<file path="config.mk">
export PLATFORM = sky130hd
export DESIGN_NAME = load_store_unit
export DESIGN_NICKNAME = d
export VERILOG_FILES = /design/src/rtl/load_store_unit.sv
export SDC_FILE = /design/constraint.sdc
export NUM_CORES = 1
export LEC_CHECK = 0
export CAP_MARGIN = 20
export CELL_PAD_IN_SITES_DETAIL_PLACEMENT = 0
export CELL_PAD_IN_SITES_GLOBAL_PLACEMENT = 1
export CORE_MARGIN = 4
export CORE_UTILIZATION = 31
export DETAILED_ROUTE_END_ITERATION = 10
export PLACE_DENSITY = 0.88
export SYNTH_ARGS = -nofsm -noshare
export SYNTH_HDL_FRONTEND = slang
export SYNTH_SLANG_ARGS = --single-unit
</file>
<file path="constraint.sdc">
create_clock -name clk -period 2.8 [get_ports clk]
set_input_delay 0.42 -clock clk [delete_from_list [all_inputs] [get_ports clk]]
set_output_delay 0.42 -clock clk [all_outputs]
set_load 0.02 [all_outputs]
</file>
<file path="src/rtl/load_store_unit.sv">
// Load/store unit: initiator side of a word-addressed, combinational-read
// data memory. Adds byte/halfword loads and stores on top of the word-only
// memory, doing sub-word stores as a read-modify-write. Alignment and range
// are checked before any memory access.
module load_store_unit #(
  parameter int DEPTH_WORDS = 16
) (
  input  logic        clk,
  input  logic        reset,
  input  logic        req_valid,
  output logic        req_ready,
  input  logic        req_write,
  input  logic [1:0]  req_size,
  input  logic        req_signed,
  input  logic [31:0] req_addr,
  input  logic [31:0] req_wdata,
  output logic        resp_valid,
  input  logic        resp_ready,
  output logic [31:0] resp_rdata,
  output logic        resp_err,
  output logic [31:0] mem_addr,
  output logic [31:0] mem_wdata,
  output logic        mem_write,
  output logic        mem_read,
  input  logic [31:0] mem_rdata
);

  localparam logic [31:0] DEPTH_L = 32'(DEPTH_WORDS);

  typedef enum logic [1:0] {
    IDLE = 2'd0,
    RD   = 2'd1,
    WR   = 2'd2,
    RESP = 2'd3
  } state_e;

  state_e      state_q, state_d;

  // Request fields latched at acceptance
  logic        write_q;
  logic [1:0]  size_q;
  logic        signed_q;
  logic [1:0]  lane_q;
  logic [31:0] wdata_q;

  logic [31:0] mem_addr_q, mem_addr_d;
  logic [31:0] mem_wdata_q, mem_wdata_d;
  logic [31:0] rdata_q, rdata_d;
  logic        err_q, err_d;

  logic        req_err_s;
  logic        accept_s;

  // Pick the addressed lane out of a memory word and extend it.
  function automatic logic [31:0] extract_load(input logic [31:0] word,
                                               input logic [1:0]  size,
                                               input logic [1:0]  lane,
                                               input logic        sgn);
    logic [31:0] sh;
    sh = word >> {lane, 3'b000};
    case (size)
      2'b00:   extract_load = sgn ? {{24{sh[7]}}, sh[7:0]}   : {24'h000000, sh[7:0]};
      2'b01:   extract_load = sgn ? {{16{sh[15]}}, sh[15:0]} : {16'h0000, sh[15:0]};
      2'b10:   extract_load = word;
      default: extract_load = 32'h0000_0000;
    endcase
  endfunction

  // Replace the addressed lane of the old word with the low bits of the store data.
  function automatic logic [31:0] merge_store(input logic [31:0] old_word,
                                              input logic [31:0] wdata,
                                              input logic [1:0]  size,
                                              input logic [1:0]  lane);
    logic [31:0] mask;
    logic [4:0]  shamt;
    shamt = {lane, 3'b000};
    case (size)
      2'b00: begin
        mask        = 32'h0000_00FF << shamt;
        merge_store = (old_word & ~mask) | ((wdata & 32'h0000_00FF) << shamt);
      end
      2'b01: begin
        mask        = 32'h0000_FFFF << shamt;
        merge_store = (old_word & ~mask) | ((wdata & 32'h0000_FFFF) << shamt);
      end
      2'b10:   merge_store = wdata;
      default: merge_store = old_word;
    endcase
  endfunction

  // Error classification of the incoming request (size, alignment, range).
  always_comb begin
    req_err_s = 1'b0;
    if (req_size == 2'b11) begin
      req_err_s = 1'b1;
    end else if ((req_size == 2'b01) && req_addr[0]) begin
      req_err_s = 1'b1;
    end else if ((req_size == 2'b10) && (req_addr[1:0] != 2'b00)) begin
      req_err_s = 1'b1;
    end else if ({2'b00, req_addr[31:2]} >= DEPTH_L) begin
      req_err_s = 1'b1;
    end else begin
      req_err_s = 1'b0;
    end
  end

  assign accept_s = (state_q == IDLE) && req_valid;

  // Next-state and datapath register updates for the access sequence.
  always_comb begin
    state_d     = state_q;
    mem_addr_d  = mem_addr_q;
    mem_wdata_d = mem_wdata_q;
    rdata_d     = rdata_q;
    err_d       = err_q;
    case (state_q)
      IDLE: begin
        if (req_valid) begin
          rdata_d = 32'h0000_0000;
          if (req_err_s) begin
            err_d   = 1'b1;
            state_d = RESP;
          end else begin
            err_d      = 1'b0;
            mem_addr_d = {2'b00, req_addr[31:2]};
            if (req_write && (req_size == 2'b10)) begin
              mem_wdata_d = req_wdata;
              state_d     = WR;
            end else begin
              state_d = RD;
            end
          end
        end else begin
          state_d = IDLE;
        end
      end
      RD: begin
        if (write_q) begin
          mem_wdata_d = merge_store(mem_rdata, wdata_q, size_q, lane_q);
          state_d     = WR;
        end else begin
          rdata_d = extract_load(mem_rdata, size_q, lane_q, signed_q);
          err_d   = 1'b0;
          state_d = RESP;
        end
      end
      WR: begin
        rdata_d = 32'h0000_0000;
        err_d   = 1'b0;
        state_d = RESP;
      end
      RESP: begin
        if (resp_ready) begin
          rdata_d = 32'h0000_0000;
          err_d   = 1'b0;
          state_d = IDLE;
        end else begin
          state_d = RESP;
        end
      end
      default: begin
        state_d = IDLE;
      end
    endcase
  end

  // State and datapath registers with synchronous reset.
  always_ff @(posedge clk) begin
    if (reset) begin
      state_q     <= IDLE;
      mem_addr_q  <= 32'h0000_0000;
      mem_wdata_q <= 32'h0000_0000;
      rdata_q     <= 32'h0000_0000;
      err_q       <= 1'b0;
    end else begin
      state_q     <= state_d;
      mem_addr_q  <= mem_addr_d;
      mem_wdata_q <= mem_wdata_d;
      rdata_q     <= rdata_d;
      err_q       <= err_d;
    end
  end

  // Capture the request fields on the accepting edge.
  always_ff @(posedge clk) begin
    if (reset) begin
      write_q  <= 1'b0;
      size_q   <= 2'b00;
      signed_q <= 1'b0;
      lane_q   <= 2'b00;
      wdata_q  <= 32'h0000_0000;
    end else if (accept_s) begin
      write_q  <= req_write;
      size_q   <= req_size;
      signed_q <= req_signed;
      lane_q   <= req_addr[1:0];
      wdata_q  <= req_wdata;
    end else begin
      write_q  <= write_q;
      size_q   <= size_q;
      signed_q <= signed_q;
      lane_q   <= lane_q;
      wdata_q  <= wdata_q;
    end
  end

  // Handshake and strobes are decoded from the registered state only.
  assign req_ready  = (state_q == IDLE);
  assign resp_valid = (state_q == RESP);
  assign mem_read   = (state_q == RD);
  assign mem_write  = (state_q == WR);
  assign mem_addr   = mem_addr_q;
  assign mem_wdata  = mem_wdata_q;
  assign resp_rdata = rdata_q;
  assign resp_err   = err_q;

endmodule

</file>
Fig. 1: placed standard cells
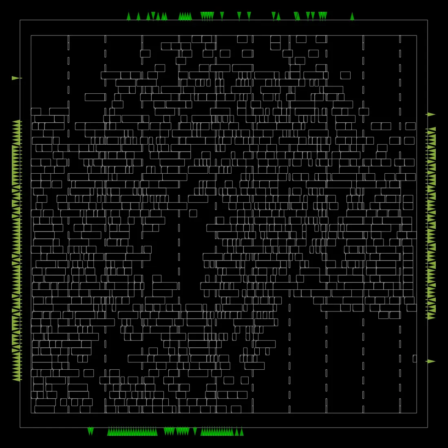
number of fill cells: 1988
Layout Cells excl Fill: 1237

Fig. 2: the metal 2 layer
(3 px per µm)
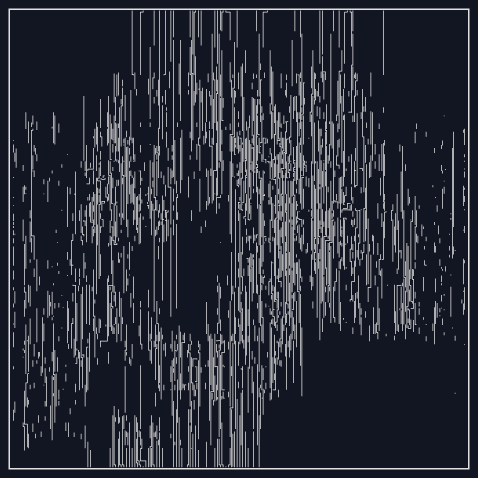
- share of all routed wire: 44%
- longest straight run: 45.6 µm
- nets with wire on the layer: 878
- main direction: vertical

==> run_results.csv <==
group,metric,value,unit
outcome,outcome,"complete, no violations",
worst_setup_path,worst_path_dominant_cell_family,"AND-OR/OR-AND gates",
clock_tree,cts_made_buffers,17,
pwr,comb_power,0.00114,W
synth,yosysTopAreaCellShare,0.4165,
die,core,20430,µm²
synth,top_area_cell,"dfxtp_1",
worst_setup_path,worstReg2RegEnd,"mem_wdata[22]",
route,avgRoutedWirePerCell,19.05,µm
worst_hold_path,min_path_type,"primary input to flop",
global_routing,met3_usage,0.07157,
pwr,internal_power,0.003648,W
die,fp-utilization,0.3176,
final_timing,finClkSkew,0.01062,ns
worst_setup_path,worstSetupPathType,"flop to flop",
synth,numSynthFlops,135,
finish,nMultiInputCombCells,543,
die,rows,52,
worst_setup_path,critPathMaxFanout,14,
final_timing,setup_viol,0,
synth,xor_area_frac,0,
worst_setup_path,crit_end,"mem_wdata[22]",
pwr,ir_worst_vdd,0.4490,mV
finish,comb_area,3460,µm²
global_routing,grt_pass1_wl,37120,µm
synth,ys_seq_share,0.4165,
worst_setup_path,r2r_cells,7,
finish,nNonClkInverters,14,
finish,final_layout_size_suffix_gt1_frac,0.09928,
finish,largest_class,"logic gates",
worst_setup_path,worst-path-buf-inv,2,
finish,syn2layout_area_growth,46.05,%
placed cells by master, fill, tap and decap left out, types with 17 or more instances in the layout:
| cell | n |
|---|---|
| mux2i_1 | 18 |
| and2_1 | 27 |
| buf_4 | 38 |
| o21ai_0 | 23 |
| dfxtp_1 | 135 |
| a221o_1 | 24 |
| nor2_1 | 46 |
| a221oi_1 | 41 |
| clkdlybuf4s50_1 | 201 |
| a21oi_1 | 57 |
| nand2_1 | 127 |
| clkbuf_16 | 17 |
| nor2b_1 | 33 |
state kept, by name, indices dropped and copies added (netlist names):
name	cells
mem_wdata	32
resp_rdata	32
wdata_q	32
mem_addr	30
lane_q	2
size_q	2
state_q	2
resp_err	1
signed_q	1
write_q	1
Power is estimated from default activity; no workload was simulated.
